$ cat src/rtl/uart_pkg.sv
// Shared definitions for the UART transmit arbiter: FSM encoding, data width, width helper.
package uart_pkg;

    localparam int unsigned UART_DATA_W = 8;

    typedef enum logic [2:0] {
        S_IDLE      = 3'd0,
        S_START     = 3'd1,
        S_WAIT_ACK  = 3'd2,
        S_WAIT_DONE = 3'd3,
        S_GAP       = 3'd4
    } state_e;

    // $clog2 that never returns 0, so single-value counters still get one bit.
    function automatic int unsigned clog2_min1(input int unsigned value);
        return (value <= 1) ? 1 : $clog2(value);
    endfunction

endpackage

$ cat src/rtl/rr_arbiter.sv
// Combinational round-robin pick: first set request after i_ptr, wrapping around.
module rr_arbiter
    import uart_pkg::*;
#(
    parameter int unsigned NUM_REQ = 4,
    parameter int unsigned ID_W    = clog2_min1(NUM_REQ)
) (
    input  logic [NUM_REQ-1:0] i_req,
    input  logic [ID_W-1:0]    i_ptr,
    output logic [NUM_REQ-1:0] o_gnt,
    output logic [ID_W-1:0]    o_gnt_id,
    output logic               o_any
);

    logic [ID_W-1:0] w_idx;

    always_comb begin
        o_gnt    = '0;
        o_gnt_id = '0;
        o_any    = 1'b0;
        w_idx    = '0;
        for (int unsigned i = 1; i <= NUM_REQ; i++) begin
            w_idx = ID_W'((32'(i_ptr) + i) % NUM_REQ);
            if (!o_any && i_req[w_idx]) begin
                o_any        = 1'b1;
                o_gnt[w_idx] = 1'b1;
                o_gnt_id     = w_idx;
            end
        end
    end

endmodule

$ cat src/rtl/uart_tx_arbiter.sv
// Round-robin sharing of one UART transmitter among NUM_REQ byte sources, with
// start sequencing, optional inter-frame gap and acknowledge-timeout recovery.
module uart_tx_arbiter
    import uart_pkg::*;
#(
    parameter int unsigned NUM_REQ     = 4,
    parameter int unsigned GAP_CYCLES  = 0,
    parameter int unsigned ACK_TIMEOUT = 16
) (
    input  logic                             i_clk,
    input  logic                             i_rst,
    input  logic [NUM_REQ-1:0]               i_req_valid,
    input  logic [UART_DATA_W*NUM_REQ-1:0]   i_req_data,
    output logic [NUM_REQ-1:0]               o_req_ready,
    output logic [UART_DATA_W-1:0]           o_tx_data,
    output logic                             o_tx_start,
    input  logic                             i_tx_busy,
    output logic [clog2_min1(NUM_REQ)-1:0]   o_grant_id,
    output logic                             o_active,
    output logic                             o_timeout_err
);

    localparam int unsigned ID_W  = clog2_min1(NUM_REQ);
    localparam int unsigned ACK_W = clog2_min1(ACK_TIMEOUT + 1);
    localparam int unsigned GAP_W = clog2_min1(GAP_CYCLES + 1);

    state_e                 r_state, w_state_next;
    logic [ID_W-1:0]        r_rr_ptr;
    logic [ID_W-1:0]        r_grant_id;
    logic [UART_DATA_W-1:0] r_tx_data;
    logic [ACK_W-1:0]       r_ack_cnt, w_ack_cnt_next, w_ack_inc;
    logic [GAP_W-1:0]       r_gap_cnt, w_gap_cnt_next;
    logic                   r_timeout_err, w_timeout;
    logic                   w_grant;

    logic [NUM_REQ-1:0]     w_arb_gnt;
    logic [ID_W-1:0]        w_arb_id;
    logic                   w_arb_any;
    logic [UART_DATA_W-1:0] w_arb_data;

    rr_arbiter #(
        .NUM_REQ (NUM_REQ),
        .ID_W    (ID_W)
    ) u_rr_arbiter (
        .i_req    (i_req_valid),
        .i_ptr    (r_rr_ptr),
        .o_gnt    (w_arb_gnt),
        .o_gnt_id (w_arb_id),
        .o_any    (w_arb_any)
    );

    always_comb begin
        w_arb_data = '0;
        for (int unsigned k = 0; k < NUM_REQ; k++) begin
            if (w_arb_gnt[k]) begin
                w_arb_data = i_req_data[k*UART_DATA_W +: UART_DATA_W];
            end
        end
    end

    assign w_ack_inc = r_ack_cnt + ACK_W'(1);

    always_comb begin
        w_state_next   = r_state;
        w_ack_cnt_next = r_ack_cnt;
        w_gap_cnt_next = r_gap_cnt;
        w_timeout      = 1'b0;
        w_grant        = 1'b0;
        case (r_state)
            S_IDLE: begin
                if (w_arb_any) begin
                    w_grant      = 1'b1;
                    w_state_next = S_START;
                end
            end
            S_START: begin
                w_state_next   = S_WAIT_ACK;
                w_ack_cnt_next = '0;
            end
            S_WAIT_ACK: begin
                // Busy already high here (e.g. left over across a reset) counts as the ack.
                if (i_tx_busy) begin
                    w_state_next = S_WAIT_DONE;
                end else if (w_ack_inc == ACK_W'(ACK_TIMEOUT)) begin
                    w_timeout      = 1'b1;
                    w_gap_cnt_next = '0;
                    w_state_next   = (GAP_CYCLES == 0) ? S_IDLE : S_GAP;
                end else begin
                    w_ack_cnt_next = w_ack_inc;
                end
            end
            S_WAIT_DONE: begin
                if (!i_tx_busy) begin
                    w_gap_cnt_next = '0;
                    w_state_next   = (GAP_CYCLES == 0) ? S_IDLE : S_GAP;
                end
            end
            S_GAP: begin
                if (r_gap_cnt == GAP_W'(GAP_CYCLES - 1)) begin
                    w_state_next = S_IDLE;
                end else begin
                    w_gap_cnt_next = r_gap_cnt + GAP_W'(1);
                end
            end
            default: w_state_next = S_IDLE;
        endcase
    end

    always_ff @(posedge i_clk) begin
        if (i_rst) begin
            r_state       <= S_IDLE;
            r_rr_ptr      <= ID_W'(NUM_REQ - 1);
            r_grant_id    <= '0;
            r_tx_data     <= '0;
            r_ack_cnt     <= '0;
            r_gap_cnt     <= '0;
            r_timeout_err <= 1'b0;
        end else begin
            r_state       <= w_state_next;
            r_ack_cnt     <= w_ack_cnt_next;
            r_gap_cnt     <= w_gap_cnt_next;
            r_timeout_err <= w_timeout;
            if (w_grant) begin
                r_tx_data  <= w_arb_data;
                r_grant_id <= w_arb_id;
                r_rr_ptr   <= w_arb_id;
            end
        end
    end

    // Ready and start are gated by reset so neither can fire in a cycle that is being discarded.
    assign o_req_ready   = (w_grant && !i_rst) ? w_arb_gnt : '0;
    assign o_tx_start    = (r_state == S_START) && !i_rst;
    assign o_tx_data     = r_tx_data;
    assign o_grant_id    = r_grant_id;
    assign o_active      = (r_state != S_IDLE);
    assign o_timeout_err = r_timeout_err;

endmodule

$ cat config.mk
export PLATFORM = sky130hd
export DESIGN_NAME = uart_tx_arbiter
export DESIGN_NICKNAME = d
export VERILOG_FILES = /design/src/rtl/uart_pkg.sv /design/src/rtl/rr_arbiter.sv /design/src/rtl/uart_tx_arbiter.sv
export SDC_FILE = /design/constraint.sdc
export NUM_CORES = 1
export LEC_CHECK = 0
export CAP_MARGIN = 20
export CORE_ASPECT_RATIO = 1.5
export CORE_MARGIN = 2
export CORE_UTILIZATION = 51
export CTS_CLUSTER_SIZE = 16
export DETAILED_ROUTE_END_ITERATION = 12
export GPL_TIMING_DRIVEN = 0
export PLACE_DENSITY_LB_ADDON = 0.12
export SLEW_MARGIN = 25
export SYNTH_ARGS = -nofsm -noshare
export SYNTH_HDL_FRONTEND = slang
export SYNTH_SLANG_ARGS = --single-unit
$ cat constraint.sdc
create_clock -name i_clk -period 9.5 [get_ports i_clk]
set_input_delay 1.9 -clock i_clk [delete_from_list [all_inputs] [get_ports i_clk]]
set_output_delay 1.9 -clock i_clk [all_outputs]
set_load 0.01 [all_outputs]
==> run_results.csv, run 1 <==
group,metric,value,unit
timing,rsz_0062_raised_after_global_routing,"false",
drt,met3RoutedLength,303,µm
clocking,cts.htree.levels,1,
clocking,clock-root-buffer,"clkbuf_8",
power_and_ir_drop,pwr_density_cell,305,nW/µm²
clocking,worst_skew_pair.late_latency,0.26,ns
floorplanning,die_area,4010,µm²
timing,timing.final.max_slew_violations,0,
power_and_ir_drop,total_power,0.000748,W
layout,comb_share,51.8,%
worst_setup_path,crit_start,"i_req_valid[1]",
synth,synthTopCellsByArea,"dfxtp_1 (22%), ha_1 (6.3%), nor2_1 (5.7%), mux4_2 (5.0%), nand2_1 (4.6%)",
worst_setup_path,critPathCapture,"o_req_ready[3]",
synth,ys_seq_share,22.4,%
grt,grtUsageMet3,4.31,%
layout,clock_buffers,3,
power_and_ir_drop,pwr-share-clk,11.6,%
layout,largest_register_ffs,8,
floorplanning,floorplan.core_area,3380,µm²
layout,num_antenna_cells,0,
worst_setup_path,register_to_register_setup_slack,5.69,ns
run_status,run_status,"finished clean",
placement,placedInstanceArea,2380,µm²
drt,top_layer_used,"met4",
drt,met2_wire_length,2670,µm
power_and_ir_drop,total_leakage_power,0.933,nW
clocking,tritoncts,"done",
synth,ys_sh_mux,9.72,%
grt,grt_max_degree,13,
drt,detail_route.vias_per_cell,5.99,
timing,final.hold.worst_slack,0.465,ns
worst_setup_path,worstSetupEndpointType,"primary output",
synth,netlist_instances,220,
synth,post_synth_fa_ha_maj_area_fraction,6.29,%
layout,logic_gate_count,180,
placement,worst_slack_after_detailed_placement,2.87,ns
worst_setup_path,cp_class,"input pin to primary output",
floorplanning,dieHeight,76.5,µm
hold_path,min_from,"o_grant_id[0]",
grt,grt.met1_usage,32.8,%
Fig. 1: run 1, signal metal coverage by tile
10 x 15 tiles, from dark blue (low) to red (high), scaled to the fullest tile. Values are wire area over tile area, all layers added.
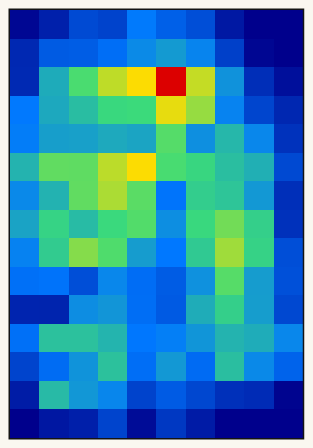
6.7% of the tiles are nearly empty. The mean over all tiles is 0.21. 15% of the tiles are over half the peak. The emptiest ninth of the die: upper right. The fullest tile reaches 0.68.
sum of routed wire length over all layers: 5120 µm
number of vias in the routed layout: 1916
Overall Global Routing Usage: 27.3%
Routed WL per cell: 16.0 µm

Fig. 2: run 1, clock nets
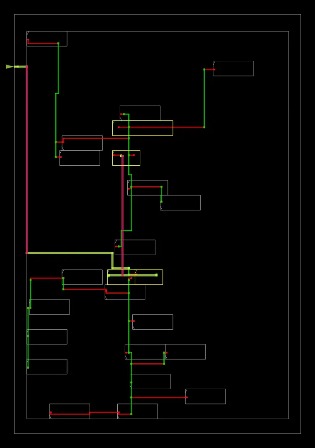
number of CTS-inserted buffers: 3
worst clock skew: 0.00324 ns
TritonCTS Sinks: 20
flip-flop and latch count: 20

Fig. 3: run 1, where the registers sit
The bar under the picture is 20 µm long.
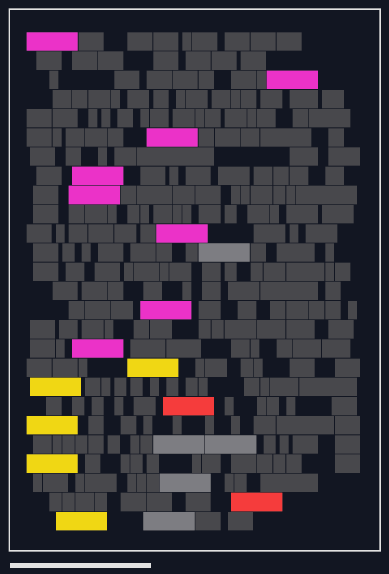
r_ack_cnt: shown in yellow, sequential cells 5, where lower left. o_grant_id: shown in red, sequential cells 2. o_tx_data: shown in magenta, sequential cells 8.
Another 5 sequential cells are not colored.
sequential share of cell area: 16.3%
core occupancy in the finished layout: 72.5%
power drawn by the sequential cells: 0.000128 W

Fig. 4: run 1, routed metal, one color a layer
Two of the layers only.
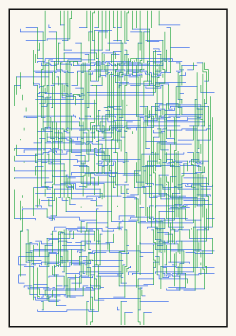
metal 2: shown in green, wire length 2670 µm. metal 1: shown in blue, wire length 2020 µm.

Fig. 5: run 1, I/O nets highlighted
The bar under the picture is 20 µm long.
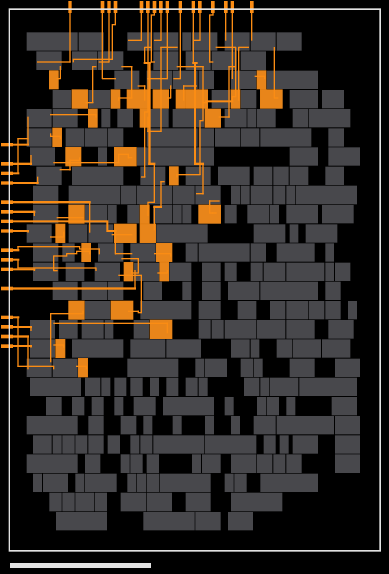

==> run 1 -> run 2 <==
Settings changed: CORE_UTILIZATION 51 to 42.
Clock period 9.5 ns to 6 ns, I/O delays scaled along.
Fig. 6: run 2, I/O nets highlighted
The bar under the picture is 20 µm long.
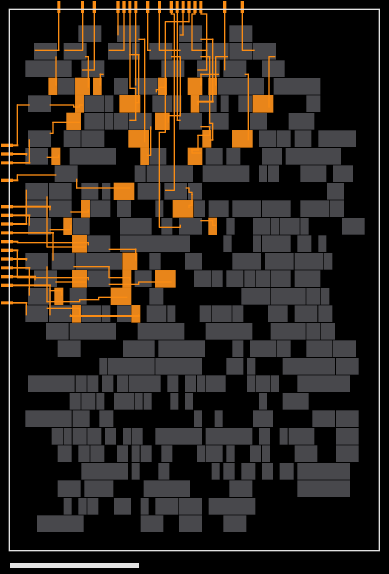
i_req_data: shown in orange, bits 32, direction input, edge 17 top, 15 left, end cells 32, wire 575 µm.

==> run 2 against run 1 <==
Compared with the run above: worst hold slack gained 0.0030 ns; clock-buffer cell count did not move; first-iteration DRC count is 110% higher; cell count grew 1.3%; worst setup slack worse by 2.2 ns; critical path type is now register to primary output; highest routed layer unchanged.
==> run_results.csv, run 2 <==
group,metric,value,unit
run_status,run_status,"finished clean",
layout,largest_register_ffs,8,
placement,worst_slack_after_detailed_placement,0.765,ns
drt,detail_route.vias_per_cell,5.80,
layout,comb_share,51.7,%
clocking,clock-sinks,20,
floorplanning,dieHeight,83.9,µm
power_and_ir_drop,pwr-share-clk,11.6,%
drt,met2_wire_length,2730,µm
grt,grtUsageMet3,1.86,%
clocking,numCtsBuffers,3,
floorplanning,die_area,4810,µm²
drt,dr_total_vias,1879,
synth,ys_seq_share,22.4,%
hold_path,min_from,"o_grant_id[0]",
worst_setup_path,cp_class,"register to primary output",
synth,post_synth_fa_ha_maj_area_fraction,6.29,%
timing,final.setup_skew,0.00301,ns
clocking,clock-root-buffer,"clkbuf_8",
layout,num_antenna_cells,0,
clocking,tritoncts,"done",
synth,ys_sh_mux,9.72,%
grt,grt.met1_usage,25.6,%
layout,logic_gate_count,180,
worst_setup_path,worstSetupEndpointType,"primary output",
worst_setup_path,register_to_register_setup_slack,2.20,ns
clocking,cts.htree.levels,1,
power_and_ir_drop,total_leakage_power,0.933,nW
clocking,worst_skew_pair.late_latency,0.26,ns
drt,wire_per_inst,15.8,µm
drt,finalWirelength,5130,µm
layout,sh_seq_area,16.3,%
timing,timing.final.max_slew_violations,0,
layout,clock_buffers,3,
power_and_ir_drop,powerSeq,0.000203,W
placement,placedInstanceArea,2390,µm²
grt,grtUsageTotal,21.8,%
worst_setup_path,crit_start,"r_rr_ptr[0]",
Power is estimated from default activity; no workload was simulated.
